**src/rtl/bin_to_bcd_serial_pkg.sv**
```systemverilog
// rtl/bin_to_bcd_serial_pkg.sv - shared state encoding and default sizes for the serial BCD converter
package bin_to_bcd_serial_pkg;

  localparam int DEF_IN_W   = 8;
  localparam int DEF_DIGITS = 3;

  typedef enum logic [1:0] {
    IDLE  = 2'd0,
    SHIFT = 2'd1,
    DONE  = 2'd2
  } state_t;

endpackage

```
**src/rtl/bin_to_bcd_serial_add3.sv**
```systemverilog
// rtl/bin_to_bcd_serial_add3.sv - double-dabble digit correction: add 3 when the digit is 5 or more
module bcd_add3 (
  input  logic [3:0] din,
  output logic [3:0] dout
);

  assign dout = (din >= 4'd5) ? din + 4'd3 : din;

endmodule

```
**src/rtl/bin_to_bcd_serial.sv**
```systemverilog
// rtl/bin_to_bcd_serial.sv - serial double-dabble binary to packed BCD converter, one bit per cycle
module bin_to_bcd_serial
  import bin_to_bcd_serial_pkg::*;
#(
  parameter int IN_W   = DEF_IN_W,
  parameter int DIGITS = DEF_DIGITS
) (
  input  logic                  clk,
  input  logic                  reset_n,
  input  logic                  start,
  input  logic [IN_W-1:0]       bin_in,
  output logic                  ready,
  output logic                  busy,
  output logic                  done,
  output logic [4*DIGITS-1:0]   bcd_out,
  output logic                  overflow
);

  localparam int CNT_W = $clog2(IN_W + 1);
  localparam int BCD_W = 4 * DIGITS;

  state_t            state;
  logic [IN_W-1:0]   sh;
  logic [BCD_W-1:0]  scratch;
  logic [BCD_W-1:0]  adj;
  logic [BCD_W-1:0]  scratch_nxt;
  logic [CNT_W-1:0]  cnt;
  logic              ovf_s;
  logic              carry;

  for (genvar g = 0; g < DIGITS; g++) begin : g_add3
    bcd_add3 u_add3 (
      .din  (scratch[4*g +: 4]),
      .dout (adj[4*g +: 4])
    );
  end

  // The bit leaving the top digit is a carry worth 10^DIGITS; dropping it leaves the value mod 10^DIGITS.
  assign carry       = adj[BCD_W-1];
  assign scratch_nxt = {adj[BCD_W-2:0], sh[IN_W-1]};

  always_ff @(posedge clk or negedge reset_n) begin
    if (!reset_n) begin
      state    <= IDLE;
      ready    <= 1'b1;
      busy     <= 1'b0;
      done     <= 1'b0;
      bcd_out  <= '0;
      overflow <= 1'b0;
      cnt      <= '0;
      scratch  <= '0;
      sh       <= '0;
      ovf_s    <= 1'b0;
    end else begin
      case (state)
        IDLE: begin
          if (start) begin
            sh      <= bin_in;
            scratch <= '0;
            ovf_s   <= 1'b0;
            cnt     <= CNT_W'(IN_W);
            state   <= SHIFT;
            ready   <= 1'b0;
            busy    <= 1'b1;
          end
        end
        SHIFT: begin
          scratch <= scratch_nxt;
          sh      <= sh << 1;
          cnt     <= cnt - CNT_W'(1);
          ovf_s   <= ovf_s | carry;
          if (cnt == CNT_W'(1)) begin
            state    <= DONE;
            done     <= 1'b1;
            bcd_out  <= scratch_nxt;
            overflow <= ovf_s | carry;
          end
        end
        DONE: begin
          state <= IDLE;
          done  <= 1'b0;
          busy  <= 1'b0;
          ready <= 1'b1;
        end
        default: begin
          state <= IDLE;
          done  <= 1'b0;
          busy  <= 1'b0;
          ready <= 1'b1;
        end
      endcase
    end
  end

endmodule

```
**config.mk**
```make
export PLATFORM = sky130hd
export DESIGN_NAME = bin_to_bcd_serial
export DESIGN_NICKNAME = d
export VERILOG_FILES = /design/src/rtl/bin_to_bcd_serial_pkg.sv /design/src/rtl/bin_to_bcd_serial_add3.sv /design/src/rtl/bin_to_bcd_serial.sv
export SDC_FILE = /design/constraint.sdc
export NUM_CORES = 1
export LEC_CHECK = 0
export CAP_MARGIN = 20
export CORE_MARGIN = 2
export CORE_UTILIZATION = 56
export DETAILED_ROUTE_END_ITERATION = 12
export DONT_BUFFER_PORTS = 1
export HOLD_SLACK_MARGIN = 0.02
export PLACE_DENSITY = 0.81
export REMOVE_ABC_BUFFERS = 1
export SYNTH_ARGS = -nofsm -noshare
export SYNTH_HDL_FRONTEND = slang
export SYNTH_SLANG_ARGS = --single-unit
```
**constraint.sdc**
```tcl
create_clock -name clk -period 1.32 [get_ports clk]
set_input_delay 0.33 -clock clk [delete_from_list [all_inputs] [get_ports clk]]
set_output_delay 0.33 -clock clk [all_outputs]
set_load 0.02 [all_outputs]
```
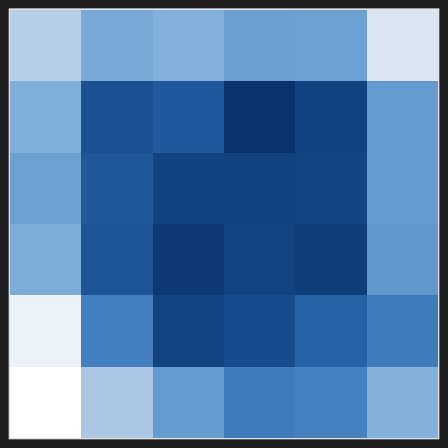
Figure 1: local utilization.
The die is cut into 6 by 6 equal tiles; white is low, dark blue is high, 0 to 100% covered.
emptiest ninth of the die	bottom left
mean over tiles	65%
densest ninth of the die	middle
core footprint: 3416 sq um
Initial Utilization: 59.71%

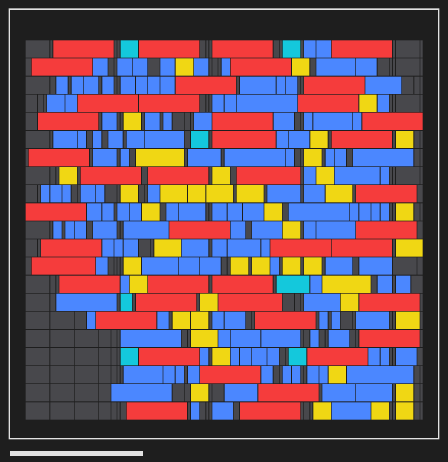
Figure 2: cells colored by class.
Bar = 20 um. Fill, decap, tap and diode cells in gray.
color	class	cells	share of their area
cyan	clock drivers and dummy loads	7	2.1%
blue	combinational and other logic	144	44%
yellow	other buffers and delay cells	43	14%
red	flops	43	40%

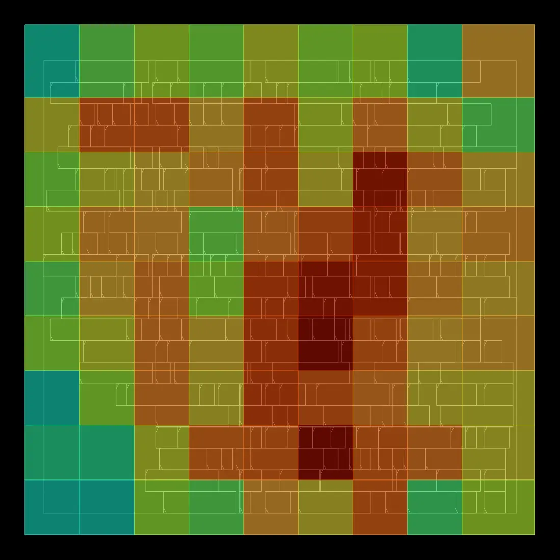
Figure 3: routing congestion.
global-route met3 utilization: 7.042%
met2 usage: 48.44%
final core occ: 80.62%

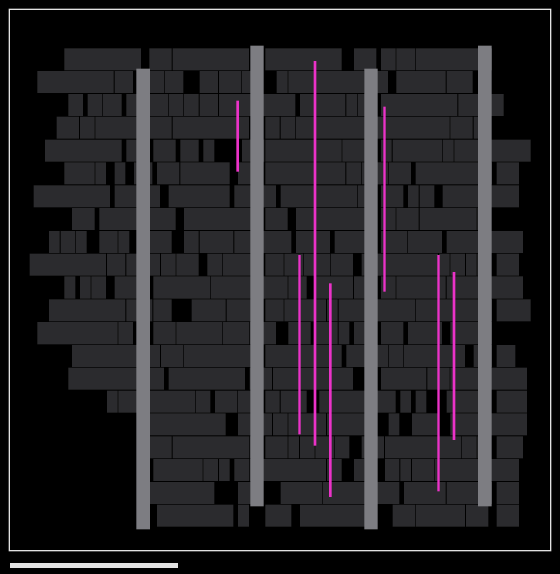
Figure 4: met4 routing.
Bar = 20 um. Supply wires on this layer in gray. Cells faint in the background.
longest straight run	45.6 um
nets with wire on the layer	7
share of all routed wire	3.1%
main direction	vertical
final WL: 5545 um
via total after detailed routing: 1,676

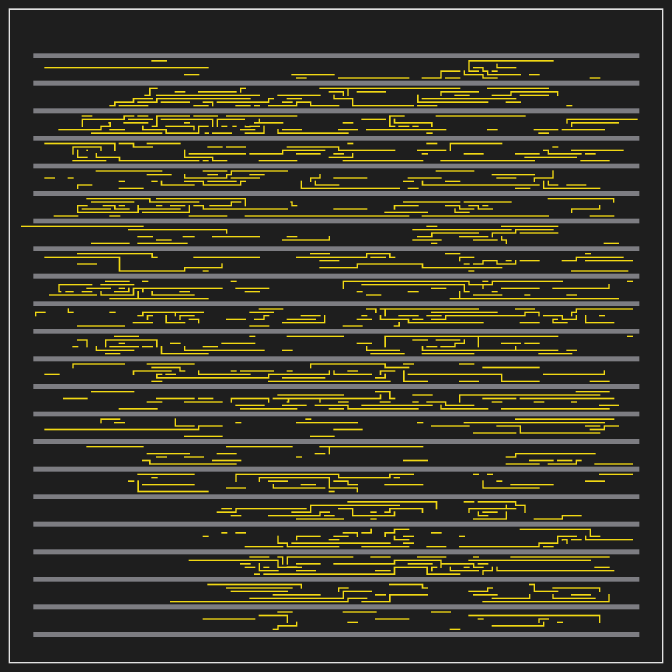
Figure 5: signal wires on met1.
Supply wires on this layer in gray.
nets with wire on the layer	239
wire length on this layer	2,140 um
longest straight run	17.5 um
M1 GR Usage: 32.40%

==> changes_impl.md <==
## Implementation

- Outcome: finished, violations left
- Violated checks: negative setup slack
- Post-DP Area: approximately 2200 sq um
- Post-CTS Setup Repair Bufs: 13
- Critical R2R Launch: scratch[5]
- Flop pwr share: 35.8%
- CTS tree: done
- Cell type with the largest total area: dfrtp_1
- Post-synthesis cell type count: 35
- Die width: about 64 um
- # Cells Yosys: slightly below 200
- P_clk: ~0.65 mW
- Logic area: around 1100 sq um
- Vias in the first global route: roughly 1,800
- Comb group: roughly 4.5 mW
- Pins Over Slew Limit: 0
- Fmax: roughly 670 MHz
- CP max-delay cell: dfrtp_1
- Final WS setup: -169.3 ps
- Port buffer count: 0
- Sequential cell area: ~1100 sq um
- Final net count: between 200 and 300
- Worst slew pin tran: about 330 ps
- Die Y: ~64 um
- Worst hold stages: 1
- CP Data Arrival Time: 1790 ps
- Primary FF master, synth: dfrtp_1
- Post-Route Skew: between 20 and 25 ps
- FP Rows: 21
- Routability cong.: about 0.86
- Net switching fraction of the power: between 40% and 50%
- Top cells by count: dfrtp_1, o21ai_0, nand2_1
- Warnings from Yosys: 0
- Fillers: around 200
- Boundary Pins: 27
- Area reported by Yosys stat: about 2000 sq um
- OpenROAD warnings: 31
- HP Class: input pin to flop
- Critical Path, Cell by Cell: inv_2 > ha_2 > nand2b_4 > a21oi_4 > mux2i_2 > mux2_4
- Sequential cell power: between 2 and 3 mW
- P_int: roughly 4.6 mW
- Combinational share of power: a little under three fifths
- Hold EP: sh[0]
- Hold-fix buffers at CTS: 2
- Dpl hpwl: ~3100 um
- Power Density: approximately 2900 nW/um^2
- Setup Crit Path Kind: flop to flop
- 1st-pass router iterations: 4
- Largest net degree at the start of global routing: 44
- Leak: around 1.2 nW
- Clk buf depth: 2
- Main area contributors: dfrtp_1, o21ai_0, ha_1
- Top cell category: multi-input combinational cells
- WP data required: between 1500 and 2000 ps
- CTS clk-pin slew, worst paths: between 100 and 150 ps
- Root buf cell: clkbuf_4
- Crit. End Element: flop
- Design Area, Final: around 2800 sq um
- Sw Pwr: around 3.5 mW
- Top area contributor share: 51.53%
- Regs by FF count: bcd_out: 12 flops, scratch: 12 flops, sh: 8 flops
- Registers, synthesis: approximately 43
- ClkCell Share: under 10%
- Cell family with the largest share of critical-path delay: multiplexers
- Metal-1 WL: 2144 um
- Setup-failing EPs final: 20
- HP Start: bin_in[0]
- Post-CTS Resized: around 44
- Number of enable flip-flop cells: 0
- DR WL met2: 2977 um
- CP max stage delay: 390 ps
- Layout cells sized above 1: between 40% and 50%
- Count of non-CTS buffers in the layout: 43
==> logic make-up (layout without fill, tap and decap cells) <==
group                      after synthesis  in the layout  synth area share [%]
and+or+nand+nor                         49             49                 13.07
DFF                                     43             43                 52.82
buffers and inverters                   20             63                 5.522
adders and majority gates                8              8                 4.908
muxes                                    7              7                 3.620
xor gates and xnor gates                 3              3                 1.289
AOI/OAI and AO/OA                       64             64                 18.77
==> stage by stage <==
step	util [%]	instances
2_1_floorplan	-	187
3_3_place_gp	65.53	258
3_5_place_dp	65.53	258
4_1_cts	75.90	280
5_1_grt	80.62	283
6_report	80.62	283
==> per-layer routing <==
metal	GRT usage [%]	vias to the layer above
met1	32.40	842
met5	0	-
li1	-	767
met3	7.042	15
met4	9.574	0
met2	48.44	52
==> placed cells by master (no fill, tap or decap), drive strengths merged <==
| cell | Yosys | final |
|---|---|---|
| nand2 | 22 | 22 |
| xnor2 | 3 | 3 |
| a31oi | 3 | 3 |
| a32o | 1 | 1 |
| nor2b | 4 | 4 |
| inv | 12 | 13 |
| nor3b | 4 | 4 |
| buf | 7 | 42 |
| nor2 | 7 | 7 |
| or3b | 3 | 3 |
| a21o | 1 | 1 |
| a22o | 4 | 4 |
| clkinv | 1 | 1 |
| a21oi | 13 | 13 |
| a22oi | 2 | 2 |
| a2bb2oi | 1 | 1 |
| mux2 | 3 | 3 |
| nand2b | 4 | 4 |
| ha | 8 | 8 |
| nor3 | 4 | 4 |
| dlygate4sd3 | 0 | 1 |
| o22ai | 10 | 10 |
| dfstp | 1 | 1 |
| nand3 | 1 | 1 |
| clkbuf | 0 | 6 |
| dfrtp | 42 | 42 |
| o21ai | 29 | 29 |
| mux2i | 4 | 4 |
No activity file was given, so power comes from the tool's default toggle rates.
